pdn.png
The bar under the picture is 20 µm long. Pins as bars on the die edge.
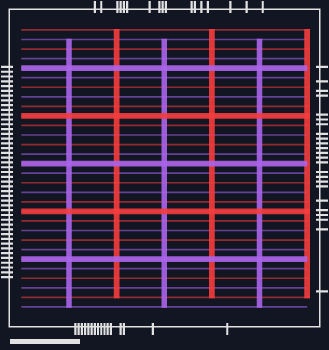
cell_classes.png
Fill, decap, tap and diode cells in gray.
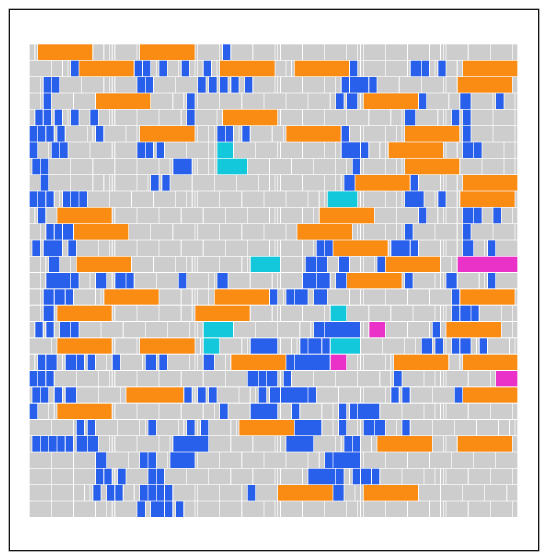
**src/rtl/dbus_arbiter.sv**
```systemverilog
// Two-master (CPU/DMA) round-robin arbiter for a byte-wide device bus.
// Latency: request sampled in IDLE -> done pulse three edges later (MIN_WAIT=0, ack high).
// Backpressure: bus_ack_i stretches ACCESS; losing requester waits with req held.
// Optional feature: define DBUS_TIMEOUT_EN to abort ACCESS after 16 unacked cycles.
module dbus_arbiter #(
  parameter int MIN_WAIT = 0
) (
  input  logic        clk,
  input  logic        rst_n,
  input  logic        cpu_req_i,
  input  logic        cpu_we_i,
  input  logic        cpu_io_i,
  input  logic [15:0] cpu_addr_i,
  input  logic [7:0]  cpu_wdata_i,
  output logic [7:0]  cpu_rdata_o,
  output logic        cpu_done_o,
  input  logic        dma_req_i,
  input  logic        dma_we_i,
  input  logic [15:0] dma_addr_i,
  input  logic [7:0]  dma_wdata_i,
  output logic [7:0]  dma_rdata_o,
  output logic        dma_done_o,
  output logic [5:0]  bus_adr_o,
  output logic [7:0]  bus_dout_o,
  input  logic [7:0]  bus_din_i,
  input  logic        bus_ack_i,
  output logic        ram_re_o,
  output logic        ram_we_o,
  output logic        io_re_o,
  output logic        io_we_o,
  output logic        busy_o,
  output logic        err_o
);

  localparam logic [1:0] IDLE   = 2'd0;
  localparam logic [1:0] SETUP  = 2'd1;
  localparam logic [1:0] ACCESS = 2'd2;
  localparam logic [1:0] DONE   = 2'd3;

  localparam logic [2:0] MW = 3'(MIN_WAIT);

  logic [1:0] state_q, state_d;
  logic       gnt_dma_q;
  logic       last_dma_q;
  logic       we_q;
  logic       io_q;
  logic [2:0] wait_q;
  logic       ram_re_q, ram_we_q, io_re_q, io_we_q;
  logic       cpu_done_q, dma_done_q;
  logic [7:0] cpu_rdata_q, dma_rdata_q;
  logic [5:0] bus_adr_q;
  logic [7:0] bus_dout_q;

  logic       any_req;
  logic       pick_dma;
  logic       cpu_io_dec, dma_io_dec;
  logic       sel_we, sel_io;
  logic [5:0] sel_adr;
  logic [7:0] sel_wdata;
  logic       at_min;
  logic       ack_ok;
  logic       to_hit;
  logic       access_end;
  logic [7:0] rd_val;

  // Arbitration and address decode of the candidate request seen in IDLE
  always_comb begin
    any_req    = cpu_req_i | dma_req_i;
    pick_dma   = (cpu_req_i & dma_req_i) ? ~last_dma_q : dma_req_i;
    cpu_io_dec = cpu_io_i |
                 ((cpu_addr_i[15:7] == 9'd0) & (cpu_addr_i[6] ^ cpu_addr_i[5]));
    dma_io_dec = (dma_addr_i[15:7] == 9'd0) & (dma_addr_i[6] ^ dma_addr_i[5]);
    sel_we     = pick_dma ? dma_we_i    : cpu_we_i;
    sel_io     = pick_dma ? dma_io_dec  : cpu_io_dec;
    sel_wdata  = pick_dma ? dma_wdata_i : cpu_wdata_i;
    if (pick_dma) begin
      sel_adr = {dma_addr_i[6], dma_addr_i[4:0]};
    end else if (cpu_io_i) begin
      sel_adr = cpu_addr_i[5:0];
    end else begin
      sel_adr = {cpu_addr_i[6], cpu_addr_i[4:0]};
    end
  end

  // The wait counter saturates at MIN_WAIT, so equality means "minimum reached"
  assign at_min = (wait_q == MW);
  assign ack_ok = at_min & bus_ack_i;

`ifdef DBUS_TIMEOUT_EN
  logic [3:0] to_q;
  logic       to_flag_q;
  logic       err_q;

  assign to_hit = (state_q == ACCESS) & at_min & ~bus_ack_i & (to_q == 4'hF);

  // Timeout counter: counts unacked cycles once the minimum wait has elapsed
  always_ff @(posedge clk or negedge rst_n) begin
    if (!rst_n) begin
      to_q      <= 4'd0;
      to_flag_q <= 1'b0;
      err_q     <= 1'b0;
    end else begin
      err_q <= (state_q == DONE) & to_flag_q;
      if (state_q == SETUP) begin
        to_q      <= 4'd0;
        to_flag_q <= 1'b0;
      end else if (state_q == ACCESS && at_min && !bus_ack_i) begin
        to_q <= to_q + 4'd1;
        if (to_hit) to_flag_q <= 1'b1;
      end
    end
  end

  assign err_o = err_q;
`else
  assign to_hit = 1'b0;
  assign err_o  = 1'b0;
`endif

  assign access_end = ack_ok | to_hit;
  assign rd_val     = to_hit ? 8'hFF : bus_din_i;

  // Next-state selection for the four-phase bus cycle
  always_comb begin
    state_d = state_q;
    case (state_q)
      IDLE:    if (any_req) state_d = SETUP;
      SETUP:   state_d = ACCESS;
      ACCESS:  if (access_end) state_d = DONE;
      DONE:    state_d = IDLE;
      default: state_d = IDLE;
    endcase
  end

  // Latched request fields, strobes, read data and completion pulses
  always_ff @(posedge clk or negedge rst_n) begin
    if (!rst_n) begin
      state_q     <= IDLE;
      gnt_dma_q   <= 1'b0;
      last_dma_q  <= 1'b1;
      we_q        <= 1'b0;
      io_q        <= 1'b0;
      wait_q      <= 3'd0;
      ram_re_q    <= 1'b0;
      ram_we_q    <= 1'b0;
      io_re_q     <= 1'b0;
      io_we_q     <= 1'b0;
      cpu_done_q  <= 1'b0;
      dma_done_q  <= 1'b0;
      cpu_rdata_q <= 8'd0;
      dma_rdata_q <= 8'd0;
      bus_adr_q   <= 6'd0;
      bus_dout_q  <= 8'd0;
    end else begin
      state_q    <= state_d;
      cpu_done_q <= 1'b0;
      dma_done_q <= 1'b0;
      case (state_q)
        IDLE: begin
          if (any_req) begin
            gnt_dma_q  <= pick_dma;
            last_dma_q <= pick_dma;
            we_q       <= sel_we;
            io_q       <= sel_io;
            bus_adr_q  <= sel_adr;
            if (sel_we) bus_dout_q <= sel_wdata;
          end
        end
        SETUP: begin
          wait_q   <= 3'd0;
          ram_re_q <= ~io_q & ~we_q;
          ram_we_q <= ~io_q &  we_q;
          io_re_q  <=  io_q & ~we_q;
          io_we_q  <=  io_q &  we_q;
        end
        ACCESS: begin
          if (access_end) begin
            ram_re_q <= 1'b0;
            ram_we_q <= 1'b0;
            io_re_q  <= 1'b0;
            io_we_q  <= 1'b0;
            if (!we_q) begin
              if (gnt_dma_q) dma_rdata_q <= rd_val;
              else           cpu_rdata_q <= rd_val;
            end
          end else if (!at_min) begin
            wait_q <= wait_q + 3'd1;
          end
        end
        DONE: begin
          cpu_done_q <= ~gnt_dma_q;
          dma_done_q <=  gnt_dma_q;
        end
        default: ;
      endcase
    end
  end

  assign cpu_rdata_o = cpu_rdata_q;
  assign dma_rdata_o = dma_rdata_q;
  assign cpu_done_o  = cpu_done_q;
  assign dma_done_o  = dma_done_q;
  assign bus_adr_o   = bus_adr_q;
  assign bus_dout_o  = bus_dout_q;
  assign ram_re_o    = ram_re_q;
  assign ram_we_o    = ram_we_q;
  assign io_re_o     = io_re_q;
  assign io_we_o     = io_we_q;
  assign busy_o      = (state_q != IDLE);

endmodule

```
**config.mk**
```make
export PLATFORM = sky130hd
export DESIGN_NAME = dbus_arbiter
export DESIGN_NICKNAME = d
export VERILOG_FILES = /design/src/rtl/dbus_arbiter.sv
export SDC_FILE = /design/constraint.sdc
export NUM_CORES = 1
export LEC_CHECK = 0
export ABC_AREA = 1
export CORE_AREA = 3 3 85 87
export DETAILED_ROUTE_END_ITERATION = 7
export DIE_AREA = 0 0 88 90
export DONT_BUFFER_PORTS = 1
export PLACE_DENSITY = 0.46
export REMOVE_ABC_BUFFERS = 1
export SYNTH_ARGS = -nofsm -noshare
export SYNTH_HDL_FRONTEND = slang
export SYNTH_SLANG_ARGS = --single-unit
```
**constraint.sdc**
```tcl
create_clock -name clk -period 1.9 [get_ports clk]
set_input_delay 0.38 -clock clk [delete_from_list [all_inputs] [get_ports clk]]
set_output_delay 0.38 -clock clk [all_outputs]
set_load 0.01 [all_outputs]
```
==> impl_metrics.env <==
# physical design summary
export IMPL_numSynthFlops=45
export IMPL_grt_antenna_before_repair=0
export IMPL_grt_overflow=0
export IMPL_ys_flop_type="dfrtp_1"
export IMPL_muxShareOfSynthArea_pct=0
export IMPL_htree_levels=2
export IMPL_min_delay_start="bus_din_i[7]"
export IMPL_post_cts_setup_buffers=0
export IMPL_whs_endpoint="dma_rdata_o[7]$_DFFE_PN0P_"
export IMPL_clock_sinks=45
export IMPL_critPathLaunchType="register"
export IMPL_yosysChipArea_um2=2260
export IMPL_via_count=1714
export IMPL_ctsHoldBuffers=2
export IMPL_die_x_um=88
export IMPL_fillers=686
export IMPL_hold_ws_ps=199
export IMPL_routed_wirelength_mm=4.94
export IMPL_setup_viol=0
export IMPL_numCtsBuffers=5
export IMPL_antenna_left=0
export IMPL_grtUsageTotal_pct=12.7
export IMPL_timing_rr_end="bus_dout_o[4]$_DFFE_PN0P_"
export IMPL_num_rows=29
export IMPL_cp_arrival_ps=1230
export IMPL_cp_required_ps=1520
export IMPL_n_antenna_cell=0
export IMPL_utilization_pct=38.2
export IMPL_io_pins=102
export IMPL_drc=0
export IMPL_cts_buffer_depth=2
export IMPL_setup_ws_ps=292
export IMPL_crit_path_end="busy_o"
export IMPL_fin_area_um2=2450
export IMPL_ys_top_cells_by_count="nand2_1 (101), dfrtp_1 (44), inv_1 (39), o21ai_0 (33), nor2_1 (21)"
export IMPL_avgSynthCellArea_um2=8.03
export IMPL_drtPass1Iterations=4
export IMPL_io_buffers=0
export IMPL_drive_gt1_share_pct=10.1
export IMPL_grt_first_pass_wirelength_mm=8.08
export IMPL_layout_area_seq_um2=1130
export IMPL_avgViaCountPerCell=4.70
export IMPL_synthDistinctLibCells=24
export IMPL_yosys_warnings=0
export IMPL_synthCells=281
export IMPL_grt_pass1_vias=1722
export IMPL_fin_crit_sh_pct=84.6
export IMPL_p_seq_share_pct=53.8
export IMPL_ys_sh_simple_pct=25.3
export IMPL_area_growth_pct=8.65
export IMPL_finalMaxSlewViolations=0
export IMPL_combPwrFrac_pct=29.2
export IMPL_p_sw_share_pct=42.1
export IMPL_crit_fanout=4
export IMPL_crit_path_end_kind="primary output"
export IMPL_criticalPathCategory="register to primary output"
export IMPL_edf_count=0
export IMPL_fp_utilization_pct=35.1
export IMPL_dpl_worst_slack_ps=283
export IMPL_hold_class="primary input to register"
export IMPL_power_switching_mw=1.47
export IMPL_grt_max_degree=46
export IMPL_clk_pin_slew_worst_paths_ps=90
export IMPL_ir_drop_v=0.000464
export IMPL_dp_cells=355
export IMPL_setup_tns_ps=0
export IMPL_dr_first_iter_drc_count=22
export IMPL_logic_family="simple AND/OR/NAND/NOR gates"
export IMPL_xor_share_pct=0
export IMPL_cts_resized_gates=0
export IMPL_reg2reg_from="state_q[0]$_DFFE_PN0P_"
export IMPL_cts_tree="built"
export IMPL_topCellsByArea="dfrtp_1 (49%), nand2_1 (17%), o21ai_0 (7.3%), inv_1 (6.5%), ha_1 (3.9%)"
export IMPL_status="complete, no violations"
export IMPL_fin_skew_ps=4.64
export IMPL_ys_sh_adder_pct=3.88
export IMPL_ys_async_sr_fraction_pct=100
export IMPL_finalNonFillerCells=365
export IMPL_root_buffer="clkbuf_8"
export IMPL_reg2reg_depth=8
export IMPL_synth_area_um2=2260
export IMPL_yosysMostFrequentCell="nand2_1"
export IMPL_cap_violations=0
export IMPL_die_h_um=90
export IMPL_rsz0062_at_grt="no"
export IMPL_core_area_um2=6420
export IMPL_p_int_mw=2.03
export IMPL_netlist_area_leader_share_pct=48.8
export IMPL_leakage_nw=1.26
export IMPL_ys_seq_share_pct=50.0
export IMPL_dpl_hpwl_mm=3.62
export IMPL_r2r_setup_slack_ps=310
export IMPL_chipArea_um2=7920
export IMPL_comb_area_um2=917
export IMPL_period_minus_slack_ps=1610
export IMPL_routabilityCongestion=0.713
export IMPL_p_per_area_nw_per_um2=1430
export IMPL_worst_hold_path_num_cells=2
export IMPL_clock_fmax_mhz=622
export IMPL_critPathLaunch="state_q[1]$_DFFE_PN0P_"
export IMPL_power_mw=3.50
export IMPL_warning_count=30
export IMPL_p_clk_share_pct=17.0
export IMPL_hold_violations=0
export IMPL_ys_sh_aoi_pct=11.3
export IMPL_fin_nets=358
export IMPL_synth_stat_cells=281
export IMPL_wl_per_cell_um=13.5
export IMPL_dpl_instance_area_um2=2320
export IMPL_clock_latency_late_pin_ps=300
export IMPL_synth_largest_area_cell="dfrtp_1"
-- pdn.png (at the start) --
purple -> VSS
red -> VDD
signal pins = 102
met1 rails = 30
met4 straps = 6
rows = 29

-- cell_classes.png (at the start) --
cyan -> clock drivers and dummy loads  # cells 8
blue -> all other logic  # cells 231
orange -> flip-flops  # cells 45
magenta -> other buffers and delay cells  # cells 4

==> metal layers <==
| metal | up-vias | track usage [%] | wire length, µm |
|---|---|---|---|
| li1 | 872 | - | - |
| met1 | 760 | 16.2 | 2150 |
| met2 | 77 | 20.0 | 2210 |
| met5 | - | 0 | 0 |
| met3 | 5 | 4.75 | 526 |
| met4 | 0 | 3.45 | 57 |
==> layout make-up <==
| cell class | count | share of cell area (%) |
|---|---|---|
| clock buffers | 5 | 2.81 |
| repair buffers | 4 | 2.14 |
| inverters | 43 | 6.79 |
| well taps | 77 | 3.93 |
| clock inverters | 3 | 0.919 |
| multi-input cells | 188 | 37.4 |
| flip-flops and latches | 45 | 46.0 |
==> power groups by stage <==
stage,sequential [mW],combinational (mW),clock [mW]
6_report,1.88,1.02,0.596
5_1_grt,1.96,1.21,0.661
4_1_cts,1.90,1.05,0.632
3_5_place_dp,1.92,1.02,0
3_3_place_gp,1.92,0.984,0
2_1_floorplan,1.81,0.812,0
==> worst max-delay path, cell delays in order, from the launching register on <==
cell     delay, ps
dfrtp_1        410
inv_1          130
ha_1           280
inv_1          110
==> cells in the final DEF, fill, tap and decap left out <==
master         instances
nand2_1              101
dfrtp_1               44
inv_1                 39
o21ai_0               33
nor2_1                21
ha_1                   7
a21oi_1                5
o21ai_2                5
clkbuf_8               5
nand4_1                4
inv_2                  3
clkinvlp_4             3
nand2_4                2
nor3_4                 2
buf_4                  2
nand3_1                1
o21ai_4                1
or2_2                  1
nand3_2                1
nand2_2                1
clkinv_4               1
nor3_1                 1
o21ai_1                1
conb_1                 1
buf_16                 1
dlygate4sd3_1          1
dfstp_2                1
Power figures rest on the tool's default switching activity, not on a simulated workload.
